## config.mk

```make
export PLATFORM = sky130hd
export DESIGN_NAME = prog_loader
export DESIGN_NICKNAME = d
export VERILOG_FILES = /design/src/rtl/prog_loader.sv
export SDC_FILE = /design/constraint.sdc
export NUM_CORES = 1
export LEC_CHECK = 0
export CAP_MARGIN = 20
export CORE_MARGIN = 2
export CORE_UTILIZATION = 55
export CTS_CLUSTER_DIAMETER = 80
export DETAILED_ROUTE_END_ITERATION = 8
export MAX_ROUTING_LAYER = met4
export PLACE_DENSITY = 0.85
export SLEW_MARGIN = 0
export SYNTH_ARGS = -nofsm -noshare
export SYNTH_HDL_FRONTEND = slang
export SYNTH_SLANG_ARGS = --single-unit
export TNS_END_PERCENT = 10
```

## constraint.sdc

```tcl
create_clock -name clk -period 3.5 [get_ports clk]
set_input_delay 1.05 -clock clk [delete_from_list [all_inputs] [get_ports clk]]
set_output_delay 1.05 -clock clk [all_outputs]
set_load 0.01 [all_outputs]
```

## src/rtl/prog_loader.sv

```systemverilog
// Program loader and boot sequencer: streams host words into RAM through the
// programming path, verifies a trailing 12-bit checksum, then releases the CPU.
module prog_loader #(
  parameter int RST_CYCLES = 2
) (
  input  logic        clk,
  input  logic        clr,
  input  logic        i_start,
  input  logic [7:0]  i_base,
  input  logic [7:0]  i_len,
  input  logic        i_in_valid,
  input  logic [11:0] i_in_data,
  output logic        o_in_ready,
  output logic        o_prog,
  output logic [7:0]  o_addr,
  output logic [11:0] o_wdata,
  output logic        o_we,
  output logic        o_cpu_clr,
  output logic        o_busy,
  output logic        o_done,
  output logic        o_err
);

  localparam int CW = (RST_CYCLES > 1) ? $clog2(RST_CYCLES) : 1;

  typedef enum logic [2:0] {
    S_IDLE  = 3'd0,
    S_WAIT  = 3'd1,
    S_WRITE = 3'd2,
    S_CHECK = 3'd3,
    S_RST   = 3'd4,
    S_DONE  = 3'd5,
    S_ERR   = 3'd6
  } state_t;

  state_t        r_state, w_state_nxt;
  logic [7:0]    r_addr, w_addr_nxt;
  logic [11:0]   r_wdata, w_wdata_nxt;
  logic [11:0]   r_sum, w_sum_nxt;
  logic [7:0]    r_remain, w_remain_nxt;
  logic [CW-1:0] r_cnt, w_cnt_nxt;
  logic [11:0]   w_sum_chk;

  assign w_sum_chk = r_sum + i_in_data;
  assign o_addr    = r_addr;
  assign o_wdata   = r_wdata;

  // State and datapath registers
  always_ff @(posedge clk or posedge clr) begin
    if (clr) begin
      r_state  <= S_IDLE;
      r_addr   <= 8'h00;
      r_wdata  <= 12'h000;
      r_sum    <= 12'h000;
      r_remain <= 8'h00;
      r_cnt    <= '0;
    end else begin
      r_state  <= w_state_nxt;
      r_addr   <= w_addr_nxt;
      r_wdata  <= w_wdata_nxt;
      r_sum    <= w_sum_nxt;
      r_remain <= w_remain_nxt;
      r_cnt    <= w_cnt_nxt;
    end
  end

  // Next-state, datapath updates and Moore output decode
  always_comb begin
    w_state_nxt  = r_state;
    w_addr_nxt   = r_addr;
    w_wdata_nxt  = r_wdata;
    w_sum_nxt    = r_sum;
    w_remain_nxt = r_remain;
    w_cnt_nxt    = r_cnt;
    o_in_ready   = 1'b0;
    o_prog       = 1'b0;
    o_we         = 1'b0;
    o_cpu_clr    = 1'b1;
    o_busy       = 1'b0;
    o_done       = 1'b0;
    o_err        = 1'b0;

    case (r_state)
      // Idle, running and failed states all accept a (re)load request.
      S_IDLE, S_DONE, S_ERR: begin
        o_done    = (r_state == S_DONE);
        o_err     = (r_state == S_ERR);
        o_cpu_clr = (r_state != S_DONE);
        if (i_start) begin
          w_state_nxt  = S_WAIT;
          w_addr_nxt   = i_base;
          w_remain_nxt = i_len;
          w_sum_nxt    = 12'h000;
        end else begin
          w_state_nxt = r_state;
        end
      end
      S_WAIT: begin
        o_prog     = 1'b1;
        o_busy     = 1'b1;
        o_in_ready = 1'b1;
        if (i_in_valid) begin
          w_wdata_nxt = i_in_data;
          w_sum_nxt   = w_sum_chk;
          w_state_nxt = S_WRITE;
        end else begin
          w_state_nxt = S_WAIT;
        end
      end
      S_WRITE: begin
        o_prog = 1'b1;
        o_we   = 1'b1;
        o_busy = 1'b1;
        if (r_remain == 8'h00) begin
          w_state_nxt = S_CHECK;
        end else begin
          w_addr_nxt   = r_addr + 8'h01;
          w_remain_nxt = r_remain - 8'h01;
          w_state_nxt  = S_WAIT;
        end
      end
      // The checksum word is only summed, never written to RAM.
      S_CHECK: begin
        o_prog     = 1'b1;
        o_busy     = 1'b1;
        o_in_ready = 1'b1;
        if (i_in_valid) begin
          if (w_sum_chk == 12'h000) begin
            w_state_nxt = S_RST;
            w_cnt_nxt   = '0;
          end else begin
            w_state_nxt = S_ERR;
          end
        end else begin
          w_state_nxt = S_CHECK;
        end
      end
      S_RST: begin
        o_busy = 1'b1;
        if (r_cnt == CW'(RST_CYCLES - 1)) begin
          w_state_nxt = S_DONE;
        end else begin
          w_cnt_nxt = r_cnt + CW'(1);
        end
      end
      default: begin
        w_state_nxt = S_IDLE;
      end
    endcase
  end

endmodule
```

layer_met1.png
Cells faint in the background.
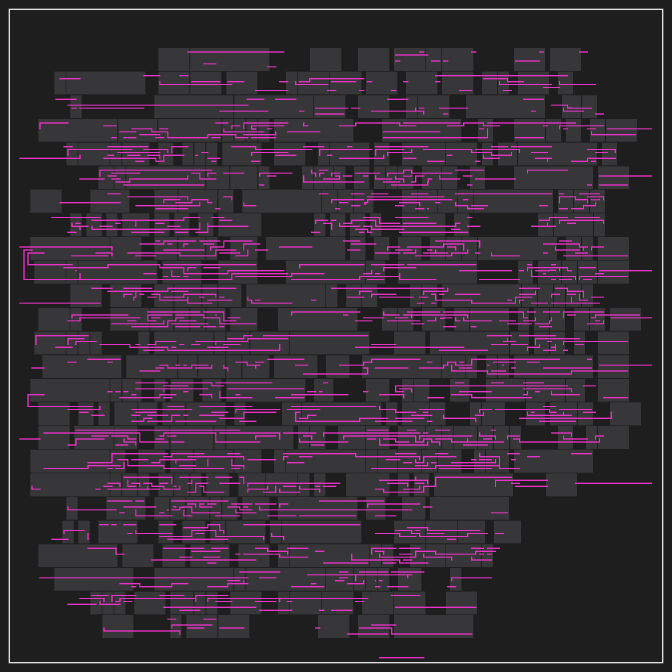
share of all routed wire = 44%
nets with wire on the layer = 391
longest straight run = 23.9 um
wire length on this layer = 2840 um
main direction = horizontal
final WL: 6410 um
GR Util met1: 0.315

==> out/metrics.cfg <==
[floorplanning]
initCoreUtil = 0.580
io_pins = 59
die_width_um = 75.1
chipArea_mm2 = 0.00563
fp-row-count = 25

[placement]
io_buffers = 58
place_area_mm2 = 0.00338
dp_hpwl_um = 4590
place_ws_ps = -122
place_inst = 436
finalWeightedCongestion = 0.945

[cells_and_area]
drive_above_1_share = 0.0873
layout_top_cells = nand2_1, clkdlybuf4s50_1, dfrtp_1, a21oi_1, o21ai_0
area_growth_pct = 26.0
seq_area_mm2 = 0.00110
antenna_cells = 0
final_common_cell = nand2_1
fill_cells = 363
combGateArea_mm2 = 0.00154
final_nets = 424
design_area_mm2 = 0.00350
fin_cells = 445

[worst_setup_path]
worstPathRequired_ps = 3660
crit_arrival_ps = 3590
worstRegToRegCells = 10
r2r-start = r_sum[0]
crit_path_start_kind = input pin
cp-startpoint = i_in_data[0]
crit_type = in2reg
endpoint_kind = register
slowest_delay_ps = 500
crit_fanout = 4
crit_chain = clkdlybuf4s50_1 > ha_1 > inv_1 > fa_1 > nor2b_2 > o211ai_1 > a21o_1 > a211oi_2 > nand4_1 > nor4_4 > a31oi_1
critPathBufInv = 2
ff2ff_setup_slack_ps = 960
endpoint = r_cnt
cpMaxStageDelayCell = clkdlybuf4s50_1

[power_and_ir_drop]
p_int_mw = 1.72
p_clk_mw = 0.334
maxPowerGroup = combinational cells
power.density_mw_per_mm2 = 868
seqPwrFrac = 0.313
p_leak_nw = 1.51
swShare = 0.434
p_sw_mw = 1.32
pg_comb_mw = 1.75
totalPowerFinal_mw = 3.04
peakVddDrop_mv = 0.425
sequentialPower_mw = 0.951
pwr-share-comb = 0.577

[synth]
ys.flops = 44
syn_avg_cell_area_um2 = 8.60
top_area_cell = dfrtp_1
flop_cell = dfrtp_1
top_cell = nand2_1
yosys-stat-cells = 323
edf_count = 0
postSynthSeqShare = 0.397
yosys.area.top_type_share = 0.397
yosysWarnings = 0
fp_nets = 370
synth-async-reset-ratio = 1.00
ys_types = 52
ys_chip_area_mm2 = 0.00278
top_cells_by_count = nand2_1, dfrtp_1, a21oi_1, o21ai_0, nor2_1
syn_inst = 323
ys_top_cells_by_area = dfrtp_1, nand2_1, ha_1
syn_area_mm2 = 0.00278

[timing]
hold_viol = 0
worst_slew_pin_slew_ps = 621
max-slew-margin-rel = 0.586
finalCritPeriodShare = 0.980
finClkSkew_ps = 9.85
setup_ws_ps = 68.3
fmax_ghz = 0.291
finalCriticalPeriod_ps = 3430
drv_slew = 0
whs_ps = 476

[clocking]
cts_buffers = 5
cts-root-buf = clkbuf_8
cts.path.max_buffers = 2
worstSkewPairLatency_ps = 300
cts_setup_buffers = 0
cts_tree = yes
clk_pin_slew_ps = 80
clock_sinks = 44
ctsResizeCount = 0
ctsHoldBuffers = 0
htreeDepth = 2

[global_routing]
track_usage = 0.249
grt_overflow_total = 0
grt_max_degree = 45
grt_first_pass_wirelength_um = 10500
grt_pass1_vias = 2415
grt_most_used_layer = met2
antenna_found_initial = 0

[drt]
dr.max_layer_used = met4
drt-initial-drc-count = 200
met2_length_um = 3240
wl_met1_um = 2840
viasPerCell = 5.72
drc = 0
postRouteAntennaNets = 0
wl_per_cell_um = 14.4

[worst_hold_path]
worstHoldStart = o_wdata[6]
worstHoldPathType = reg2reg
worstHoldEndpoint = o_wdata[6]
worstHoldPathCells = 2

[run]
max-cap-violations = 0
warning_count = 27

[outcome]
status = complete, no violations

layer_met2.png
The bar under the picture is 20 um long.
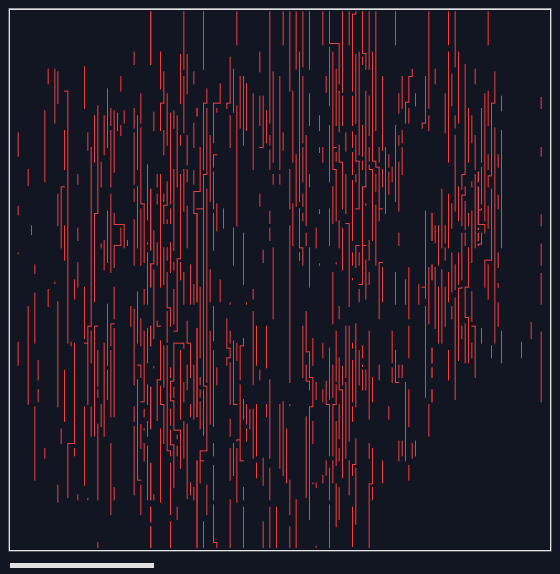
nets with wire on the layer = 358
longest straight run = 35.0 um
wire length on this layer = 3240 um
share of all routed wire = 51%
main direction = vertical
met2 usage: 0.406
Vias: 2547

## per-stage QoR
step / TNS (ps) / util
detailed placement: -202 / 0.706
global placement: -23.3 / 0.706
finish: 0 / 0.731
floorplan: 0 / -
global route: -82.4 / 0.731
CTS: 0 / 0.726
## cells by family after synthesis
kind of cell	Yosys count	share of synthesized area
buffers and inverters	30	0.0554
xor gates and xnor gates	9	0.0284
adders and majority gates	15	0.0703
and+or+nand+nor	120	0.207
muxes	1	0.00406
DFF	44	0.397
AOI/OAI and AO/OA	104	0.238
## cell type report
class / count / share of cell area
repair buffers: 66 / 0.183
flip-flops and latches: 44 / 0.315
well taps: 67 / 0.0240
clock buffers: 7 / 0.0247
multi-input cells: 249 / 0.440
inverters: 11 / 0.0118
clock inverters: 1 / 0.00215
Power and IR drop assume default switching activity.
